### config.mk
export PLATFORM = sky130hd
export DESIGN_NAME = serial_deserializer_flat
export DESIGN_NICKNAME = d
export VERILOG_FILES = /design/src/rtl/serial_deserializer_pkg.sv /design/src/rtl/serial_deserializer_if.sv /design/src/rtl/serial_deserializer_sat_counter.sv /design/src/rtl/serial_deserializer.sv /design/src/flat_wrapper.sv
export SDC_FILE = /design/constraint.sdc
export NUM_CORES = 1
export LEC_CHECK = 0
export CAP_MARGIN = 10
export CORE_MARGIN = 2
export CORE_UTILIZATION = 48
export DETAILED_ROUTE_END_ITERATION = 8
export HOLD_SLACK_MARGIN = 0.02
export PLACE_DENSITY = 0.75
export REMOVE_ABC_BUFFERS = 1
export SYNTH_ARGS = -nofsm -noshare
export SYNTH_HDL_FRONTEND = slang
export SYNTH_SLANG_ARGS = --single-unit
### constraint.sdc
create_clock -name clk -period 2.45 [get_ports clk]
set_input_delay 0.245 -clock clk [delete_from_list [all_inputs] [get_ports clk]]
set_output_delay 0.245 -clock clk [all_outputs]
set_load 0.01 [all_outputs]
### src/rtl/serial_deserializer_pkg.sv
// -----------------------------------------------------------------------------
// serial_deserializer_pkg
//   Shared types and constants for the serial deserializer slice.
//   - state_t         : framing FSM states (IDLE, SHIFT)
//   - DEFAULT_PATTERN : reference word used by the match flag (16'h539F)
// -----------------------------------------------------------------------------
package serial_deserializer_pkg;

   typedef enum logic {
      IDLE  = 1'b0,
      SHIFT = 1'b1
   } state_t;

   localparam logic [15:0] DEFAULT_PATTERN = 16'h539F;

endpackage : serial_deserializer_pkg

### src/rtl/serial_deserializer_if.sv
// -----------------------------------------------------------------------------
// serial_deserializer_if
//   Bundles the serial input side and the parallel result side of the
//   deserializer.
//   Serial side  : start, din, din_en          (driven by the source)
//   Result side  : data, data_valid, match, busy, frame_err, match_cnt
//   Modports:
//     master - serial source / checker (drives serial side, reads results)
//     slave  - the deserializer itself
// -----------------------------------------------------------------------------
interface serial_deserializer_if #(
   parameter int WIDTH = 16,
   parameter int CNT_W = 8
);

   logic             start;
   logic             din;
   logic             din_en;
   logic [WIDTH-1:0] data;
   logic             data_valid;
   logic             match;
   logic             busy;
   logic             frame_err;
   logic [CNT_W-1:0] match_cnt;

   modport master (
      output start, din, din_en,
      input  data, data_valid, match, busy, frame_err, match_cnt
   );

   modport slave (
      input  start, din, din_en,
      output data, data_valid, match, busy, frame_err, match_cnt
   );

endinterface : serial_deserializer_if

### src/rtl/serial_deserializer_sat_counter.sv
// -----------------------------------------------------------------------------
// sat_counter
//   Up-counter that sticks at its all-ones value instead of wrapping.
//   Ports:
//     clk   - rising-edge clock
//     rst   - asynchronous active-high reset, clears count
//     inc   - add one on this edge (ignored once saturated)
//     count - current value, CNT_W bits
// -----------------------------------------------------------------------------
module sat_counter #(
   parameter int CNT_W = 8
) (
   input  logic             clk,
   input  logic             rst,
   input  logic             inc,
   output logic [CNT_W-1:0] count
);

   always_ff @(posedge clk or posedge rst) begin
      if (rst) begin
         count <= '0;
      end else if (inc && (count != '1)) begin
         count <= count + CNT_W'(1);
      end
   end

endmodule : sat_counter

### src/rtl/serial_deserializer.sv
// -----------------------------------------------------------------------------
// serial_deserializer
//   Reassembles an LSB-first serial stream into WIDTH-bit words. A frame is
//   opened by start (qualified by din_en), collects WIDTH qualified bits, then
//   publishes the word with a one-cycle data_valid pulse and a registered
//   match flag. Matching frames are counted in a saturating counter. A start
//   inside a frame drops the partial word, pulses frame_err and restarts.
//   Ports:
//     clk  - rising-edge clock
//     rst  - asynchronous active-high reset
//     bus  - serial_deserializer_if.slave (start/din/din_en in;
//            data/data_valid/match/busy/frame_err/match_cnt out)
// -----------------------------------------------------------------------------
module serial_deserializer
   import serial_deserializer_pkg::*;
#(
   parameter int               WIDTH   = 16,
   parameter logic [WIDTH-1:0] PATTERN = WIDTH'(DEFAULT_PATTERN),
   parameter int               CNT_W   = 8
) (
   input logic                  clk,
   input logic                  rst,
   serial_deserializer_if.slave bus
);

   localparam int CW = $clog2(WIDTH);
   localparam logic [CW-1:0] LAST_IDX = CW'(WIDTH - 1);

   state_t           state, state_next;
   logic [WIDTH-1:0] shift_q;
   logic [CW-1:0]    cnt_q;
   logic [WIDTH-1:0] data_q;
   logic             match_q;
   logic             valid_q;
   logic             err_q;

   // Control decoded from the current state and qualified inputs.
   logic             load_first;   // capture din as bit 0 of a new frame
   logic             shift_bit;    // store din at position cnt_q, frame continues
   logic             frame_done;   // store final bit and publish the word
   logic             abort;        // start arrived while a frame was open
   logic [WIDTH-1:0] word_c;       // shift_q with the incoming bit merged in

   // ---------------------------------------------------------------------------
   // State register
   // ---------------------------------------------------------------------------
   always_ff @(posedge clk or posedge rst) begin
      if (rst) begin
         state <= IDLE;
      end else begin
         state <= state_next;
      end
   end

   // ---------------------------------------------------------------------------
   // Next-state and control decode
   // ---------------------------------------------------------------------------
   always_comb begin
      // NOTE: every output of this block gets a default first, so no path
      // leaves a signal unassigned and no latch is inferred.
      state_next = state;
      load_first = 1'b0;
      shift_bit  = 1'b0;
      frame_done = 1'b0;
      abort      = 1'b0;

      word_c         = shift_q;
      word_c[cnt_q]  = bus.din;

      unique case (state)
         IDLE: begin
            if (bus.din_en && bus.start) begin
               load_first = 1'b1;
               state_next = SHIFT;
            end
         end
         SHIFT: begin
            if (bus.din_en) begin
               if (bus.start) begin
                  // Restart in place: the new frame begins on this very bit.
                  load_first = 1'b1;
                  abort      = 1'b1;
               end else if (cnt_q == LAST_IDX) begin
                  frame_done = 1'b1;
                  state_next = IDLE;
               end else begin
                  shift_bit = 1'b1;
               end
            end
         end
         default: state_next = IDLE;
      endcase
   end

   // ---------------------------------------------------------------------------
   // Datapath: shift register, bit counter, published word and pulses
   // ---------------------------------------------------------------------------
   always_ff @(posedge clk or posedge rst) begin
      if (rst) begin
         shift_q <= '0;
         cnt_q   <= '0;
         data_q  <= '0;
         match_q <= 1'b0;
         valid_q <= 1'b0;
         err_q   <= 1'b0;
      end else begin
         // NOTE: non-blocking assignments here, so every register samples the
         // pre-edge values regardless of statement order.
         valid_q <= frame_done;
         err_q   <= abort;

         if (load_first) begin
            // Upper bits cleared so a restarted frame never carries stale bits.
            shift_q <= WIDTH'(bus.din);
            cnt_q   <= CW'(1);
         end else if (shift_bit) begin
            shift_q <= word_c;
            cnt_q   <= cnt_q + CW'(1);
         end

         if (frame_done) begin
            data_q  <= word_c;
            match_q <= (word_c == PATTERN);
         end
      end
   end

   // ---------------------------------------------------------------------------
   // Matched-frame counter
   // ---------------------------------------------------------------------------
   sat_counter #(
      .CNT_W (CNT_W)
   ) u_match_cnt (
      .clk   (clk),
      .rst   (rst),
      .inc   (frame_done && (word_c == PATTERN)),
      .count (bus.match_cnt)
   );

   assign bus.data       = data_q;
   assign bus.match      = match_q;
   assign bus.data_valid = valid_q;
   assign bus.frame_err  = err_q;
   assign bus.busy       = (state == SHIFT);

endmodule : serial_deserializer

### src/flat_wrapper.sv
// flat-port wrapper written by rule: the top's interface ports become plain ports
module serial_deserializer_flat import serial_deserializer_pkg::*;
#(
   parameter int               WIDTH   = 16,
   parameter logic [WIDTH-1:0] PATTERN = WIDTH'(DEFAULT_PATTERN),
   parameter int               CNT_W   = 8
)
  (clk, rst, bus_start, bus_din, bus_din_en, bus_data, bus_data_valid, bus_match, bus_busy, bus_frame_err, bus_match_cnt);
  serial_deserializer_if #(.WIDTH(WIDTH), .CNT_W(CNT_W)) bus_i ();
  input logic clk;
  input logic rst;
  input wire logic [$bits(bus_i.start)-1:0] bus_start;
  input wire logic [$bits(bus_i.din)-1:0] bus_din;
  input wire logic [$bits(bus_i.din_en)-1:0] bus_din_en;
  output wire logic [$bits(bus_i.data)-1:0] bus_data;
  output wire logic [$bits(bus_i.data_valid)-1:0] bus_data_valid;
  output wire logic [$bits(bus_i.match)-1:0] bus_match;
  output wire logic [$bits(bus_i.busy)-1:0] bus_busy;
  output wire logic [$bits(bus_i.frame_err)-1:0] bus_frame_err;
  output wire logic [$bits(bus_i.match_cnt)-1:0] bus_match_cnt;
  assign bus_i.start = bus_start;
  assign bus_i.din = bus_din;
  assign bus_i.din_en = bus_din_en;
  assign bus_data = bus_i.data;
  assign bus_data_valid = bus_i.data_valid;
  assign bus_match = bus_i.match;
  assign bus_busy = bus_i.busy;
  assign bus_frame_err = bus_i.frame_err;
  assign bus_match_cnt = bus_i.match_cnt;
  serial_deserializer #(.WIDTH(WIDTH), .PATTERN(PATTERN), .CNT_W(CNT_W)) u_core (.clk(clk), .rst(rst), .bus(bus_i));
endmodule
**Run 1: routing congestion map**

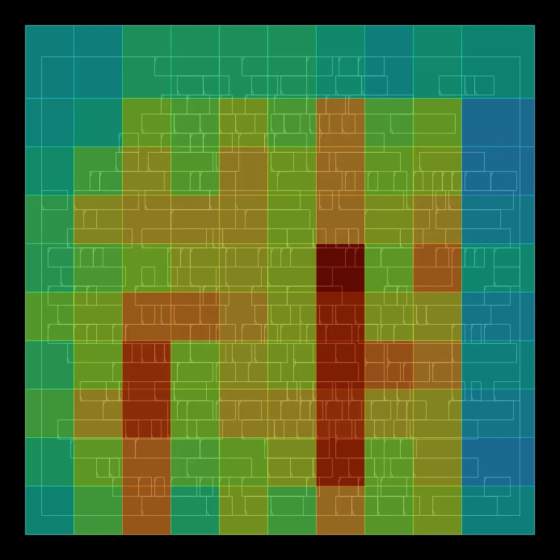
M3 GR Usage: 2.92%
final core utilization: 63.9%
Top Usage Layer GRT: met2
met2 Use GR: 29.1%

**Run 1: gate families picked out**

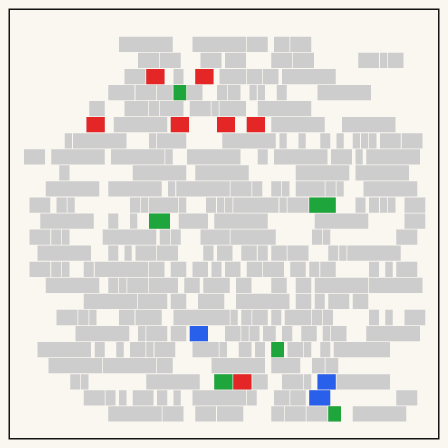
XOR/XNOR gates -> red  # cells 7
AND-OR and OR-AND gates -> blue  # cells 3
AND and OR gates -> green  # cells 6

==> flow_summary.json, run 1 <==
{
  "outcome": "finished, final reports clean",
  "drive_above_1_share_pct": 16.0,
  "n_all_inverters": 5,
  "power_density_mw_per_mm2": 529,
  "stdcell_area_mm2": 0.00284,
  "syn_area_per_cell_um2": 10.3,
  "ys_types": 37,
  "dr_wl_met2_mm": 2.18,
  "placementRows": 24,
  "rsz0062_at_grt": "yes",
  "top_cells_by_area": "dfrtp_1 52%, o21ai_0 6.7%, mux2i_1 6.2%",
  "ys_cells": 218,
  "netSwitchingPower_uw": 400,
  "grt_use_total_pct": 18.6,
  "clk_share_pct": 2.86,
  "clockBufferDepth": 2,
  "place_area_mm2": 0.00270,
  "clk-power_uw": 451,
  "dp_hpwl_mm": 3.10,
  "swShare_pct": 26.6,
  "dp_slack_ns": 0.0763,
  "globalRouteMet1Util_pct": 25.7,
  "r2r_slack_ns": 0.11,
  "cts_buffers": 5,
  "sh_comb_area_pct": 36.4,
  "flops": 47,
  "buf_share_pct": 16.3,
  "vias": 1720,
  "p_int_mw": 1.10,
  "ys_warn_count": 0,
  "antenna_found_initial": 0,
  "ff_type": "dfrtp_1",
  "fp.dieH_um": 72.5,
  "synth_area_mm2": 0.00225,
  "ff_latch_area_mm2": 0.00118,
  "top_area_share_pct": 52.3,
  "lay_top_count": "dfrtp_1",
  "htreeDepth": 2,
  "edf_count": 0,
  "pin_count": 33,
  "mi_logic_area_mm2": 0.00103,
  "grt_max_degree": 48,
  "cp-startpoint": "u_core.cnt_q[3]",
  "r2r_end": "u_core.u_match_cnt.count[1]",
  "timing.final.crit_share_pct": 95.7
}
**Run 1: local utilization**

The die is cut into 7 by 7 equal tiles; white is low, dark blue is high, 0 to 100% covered.
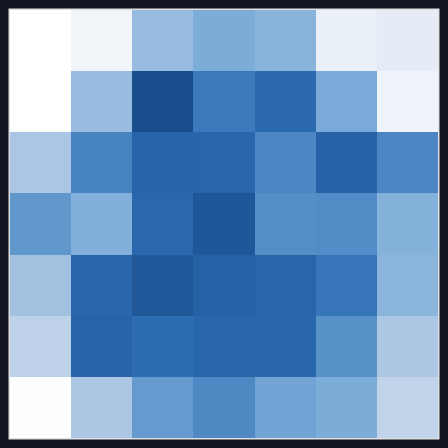
emptiest ninth of the die = north-west
fullest tile = 89%
mean over tiles = 53%

## run 1: logic make-up after synthesis
group           after synthesis  share of synthesized area [%]
simple gates                 82                           20.7
flops                        47                           52.3
compound gates               43                           10.6
buf+inv                      19                           4.17
mux                          15                           6.73
xor+xnor                      7                           2.73
fa+ha+maj                     5                           2.78
## run 1: worst max-delay path: cells and delay by family (launching register included)
kind	cells	cell delay, ns
DFF	1	0.59
muxes	1	0.33
and+or+nand+nor	5	1.30
## run 1: stage by stage
stage | hold WS, ns | utilization (%) | TNS [ns] | total power, mW
global route | 0.473 | 63.9 | -0.0188 | 1.57
detailed placement | 0.464 | 60.6 | 0 | 1.05
finish | 0.400 | 63.9 | 0 | 1.50
global placement | 0.460 | 60.6 | 0 | 1.05
CTS | 0.421 | 62.5 | 0 | 1.50
floorplan | 0.327 | - | -0.343 | 0.952
**Run 1: signal wires on met2**

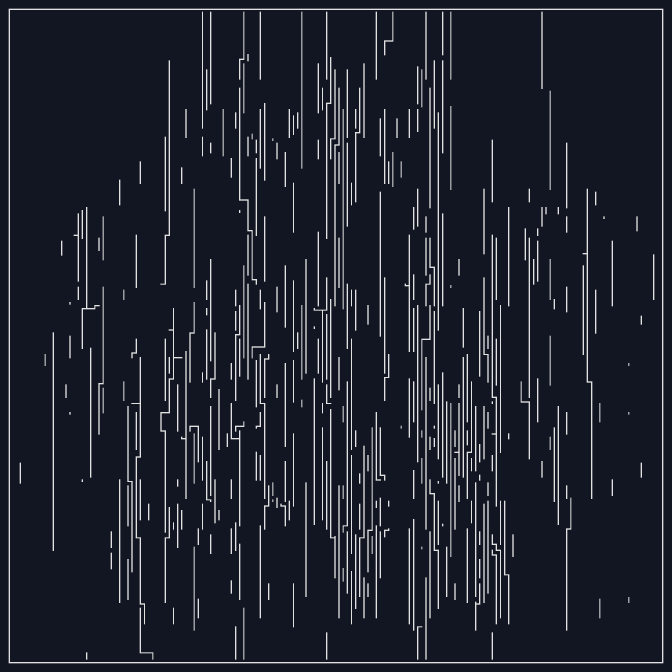

## Run 2: what changed since run 1
--- a/config.mk
+++ b/config.mk
@@ -6,11 +6,11 @@
 export NUM_CORES = 1
 export LEC_CHECK = 0
 export CAP_MARGIN = 10
-export CORE_MARGIN = 2
-export CORE_UTILIZATION = 48
+export CORE_MARGIN = 5
+export CORE_UTILIZATION = 53
 export DETAILED_ROUTE_END_ITERATION = 8
 export HOLD_SLACK_MARGIN = 0.02
-export PLACE_DENSITY = 0.75
+export PLACE_DENSITY = 0.78
 export REMOVE_ABC_BUFFERS = 1
 export SYNTH_ARGS = -nofsm -noshare
 export SYNTH_HDL_FRONTEND = slang
==> constraint.sdc (replaced) <==
create_clock -name clk -period 2.6 [get_ports clk]
set_input_delay 0.26 -clock clk [delete_from_list [all_inputs] [get_ports clk]]
set_output_delay 0.26 -clock clk [all_outputs]
set_load 0.01 [all_outputs]
**Run 2: signal wires on met2**

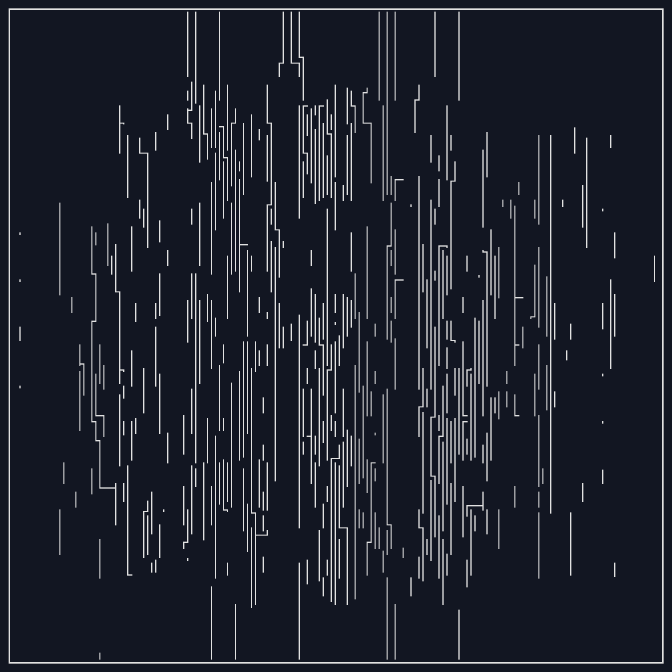
share of all routed wire = 48%
nets with wire on the layer = 222
wire length on this layer = 2220 um
longest straight run = 43.5 um

==> run 2 against run 1 <==
Synthesized area unchanged. Clock power is 6.0% lower. Flip-flop count unchanged. First-iteration DRC count decreased by 15%. Die size grew 7.6%. Final area fell by 2.8%. Register-to-register slack better by 0.09 ns. Critical path depth is 2 higher. Synthesized cell count did not move. Via count decreased by 0.47%. Utilization rose by 4.1 points. Combinational power shrank 15%. Largest power group unchanged.
==> flow_summary.json, run 2 <==
{
  "top_usage_layer": "met2",
  "initialDrtViolationCount": 141,
  "clk-power_uw": 424,
  "swShare_pct": 26.5,
  "dp_hpwl_mm": 3.36,
  "met3_usage_pct": 3.87,
  "ff_latch_area_mm2": 0.00118,
  "clk_share_pct": 2.95,
  "edf_count": 0,
  "cp-startpoint": "u_core.cnt_q[0]",
  "fp.dieH_um": 75.2,
  "stdcell_area_mm2": 0.00276,
  "cp_top_family": "simple AND/OR/NAND/NOR gates",
  "place_area_mm2": 0.00267,
  "ys_types": 37,
  "flops": 47,
  "n_tap_cell": 50,
  "pin_count": 33,
  "top_cells_by_area": "dfrtp_1 52%, o21ai_0 6.7%, mux2i_1 6.2%",
  "top_area_share_pct": 52.3,
  "sh_comb_area_pct": 35.8,
  "ff_type": "dfrtp_1",
  "r2r_end": "u_core.u_match_cnt.count[1]",
  "p_int_mw": 1.03,
  "r2r_slack_ns": 0.19,
  "cts_buffers": 5,
  "globalRouteMet1Util_pct": 24.8,
  "clockBufferDepth": 2,
  "ys_cells": 218,
  "path_buffers": 1,
  "vias": 1712,
  "placementRows": 23,
  "timing.final.crit_share_pct": 92.6,
  "grtUsageMet2_pct": 28.0,
  "drive_above_1_share_pct": 11.6,
  "powerComb_uw": 190,
  "htreeDepth": 2,
  "final_util_pct": 68.0,
  "ys_warn_count": 0,
  "fin_tns_setup_ns": 0,
  "power_density_mw_per_mm2": 506,
  "buf_share_pct": 15.7,
  "netSwitchingPower_uw": 370,
  "dr_wl_met2_mm": 2.22,
  "syn_area_per_cell_um2": 10.3,
  "outcome": "finished, final reports clean"
}
run 2: metrics by stage:
| step | worst slack [ns] | instances | hold WS [ns] | total power, mW |
|---|---|---|---|---|
| after floorplan | -0.0185 | 204 | 0.342 | 0.897 |
| after global placement | 0.231 | 301 | 0.460 | 0.977 |
| after detailed placement | 0.176 | 301 | 0.467 | 0.983 |
| after CTS | 0.158 | 309 | 0.283 | 1.40 |
| after global routing | -0.00413 | 309 | 0.315 | 1.46 |
| final | 0.192 | 309 | 0.269 | 1.40 |
run 2: logic make-up after synthesis:
family          count (synthesis)  share of synthesized area [%]
simple gates                   82                           20.7
mux                            15                           6.73
fa+ha+maj                       5                           2.78
xor+xnor                        7                           2.73
compound gates                 43                           10.6
flops                          47                           52.3
buf+inv                        19                           4.17
**Run 2: gate families picked out**

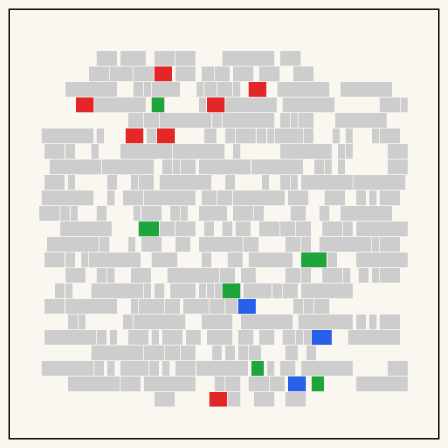

## Run 3: what changed since run 2
==> constraint.sdc (replaced) <==
create_clock -name clk -period 2.6 [get_ports clk]
set_input_delay 0.52 -clock clk [delete_from_list [all_inputs] [get_ports clk]]
set_output_delay 0.52 -clock clk [all_outputs]
set_load 0.01 [all_outputs]
**Run 3: gate families picked out**

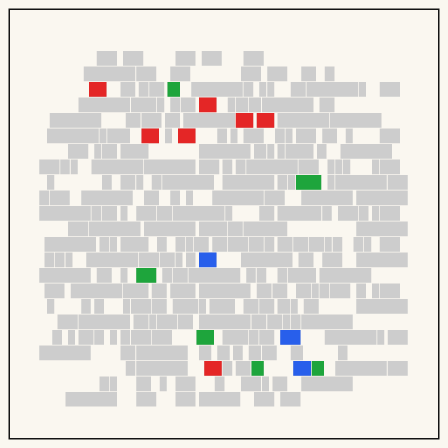
AND and OR gates -> green  # cells 6
XOR/XNOR gates -> red  # cells 7
AND-OR and OR-AND gates -> blue  # cells 3

==> run 3 against run 2 <==
Synthesized area unchanged. Global-route usage increased by 0.78 points. Sequential power about the same. Sequential share of layout area decreased by 1.4 points. Critical path type unchanged. Highest routed layer unchanged.
==> flow_summary.json, run 3 <==
{
  "outcome": "finished, final reports clean",
  "met3_usage_pct": 3.47,
  "floorplanUtilization_pct": 55.4,
  "r2r_slack_ns": 0.21,
  "flops": 47,
  "ff_latch_area_mm2": 0.00118,
  "r2r_end": "u_core.u_match_cnt.count[5]",
  "fp.dieH_um": 75.2,
  "globalRouteMet1Util_pct": 26.8,
  "htreeDepth": 2,
  "dp_slack_ns": -0.0495,
  "powerComb_uw": 201,
  "edf_count": 0,
  "clk_share_pct": 2.99,
  "ys_cells": 218,
  "cp_top_family": "simple AND/OR/NAND/NOR gates",
  "top_cells_by_area": "dfrtp_1 52%, o21ai_0 6.7%, mux2i_1 6.2%",
  "top_area_share_pct": 52.3,
  "cp-startpoint": "u_core.cnt_q[1]",
  "power_mw": 1.41,
  "setup_slack_ns": 0.208,
  "clockBufferDepth": 2,
  "ys_warn_count": 0,
  "hold_ws_ns": 0.476,
  "ys_types": 37,
  "p_int_mw": 1.03,
  "post-place-cells": 312,
  "grtUsageMet2_pct": 28.8,
  "syn_area_per_cell_um2": 10.3,
  "top_usage_layer": "met2",
  "dp_hpwl_mm": 3.39,
  "drive_above_1_share_pct": 14.4,
  "vias": 1734,
  "netSwitchingPower_uw": 376,
  "final_cells": 320,
  "path_buffers": 2,
  "buf_share_pct": 18.5,
  "p_seq_uw": 779,
  "initialDrtViolationCount": 171,
  "pin_count": 33,
  "sh_comb_area_pct": 34.4,
  "swShare_pct": 26.7
}
run 3: cell counts after synthesis:
Identical to the previous run, type by type.
run 3: metrics by stage:
| stage | utilization [%] | TNS [ns] | area (um2) |
|---|---|---|---|
| after floorplan | - | -0.0185 | 2170 |
| after global placement | 68.1 | 0 | 2770 |
| after detailed placement | 68.1 | -0.107 | 2770 |
| after CTS | 70.2 | 0 | 2850 |
| after global routing | 70.2 | 0 | 2850 |
| final | 70.2 | 0 | 2850 |
run 3: cells by family after synthesis:
| family | Yosys count | synth area share (%) |
|---|---|---|
| xor gates and xnor gates | 7 | 2.73 |
| muxes | 15 | 6.73 |
| buffers and inverters | 19 | 4.17 |
| adders and majority gates | 5 | 2.78 |
| DFF | 47 | 52.3 |
| AOI/OAI and AO/OA | 43 | 10.6 |
| and+or+nand+nor | 82 | 20.7 |

==> screenshots <==
Metal layers overlaid.
panel A
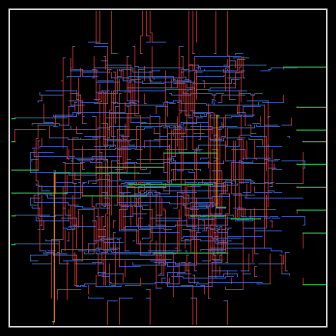
panel B
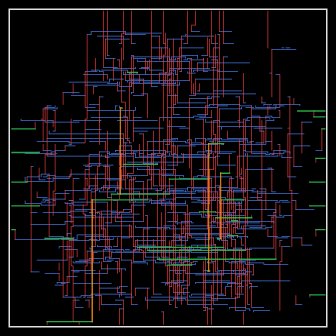
Panel B comes from run 1.
Panel A comes from run 3.

Key to panel A:
metal 3 -> green  # wire length 209 um
metal 1 -> blue  # wire length 2210 um
metal 4 -> orange  # wire length 57.1 um
metal 2 -> red  # wire length 2240 um

Power and IR drop assume default switching activity.
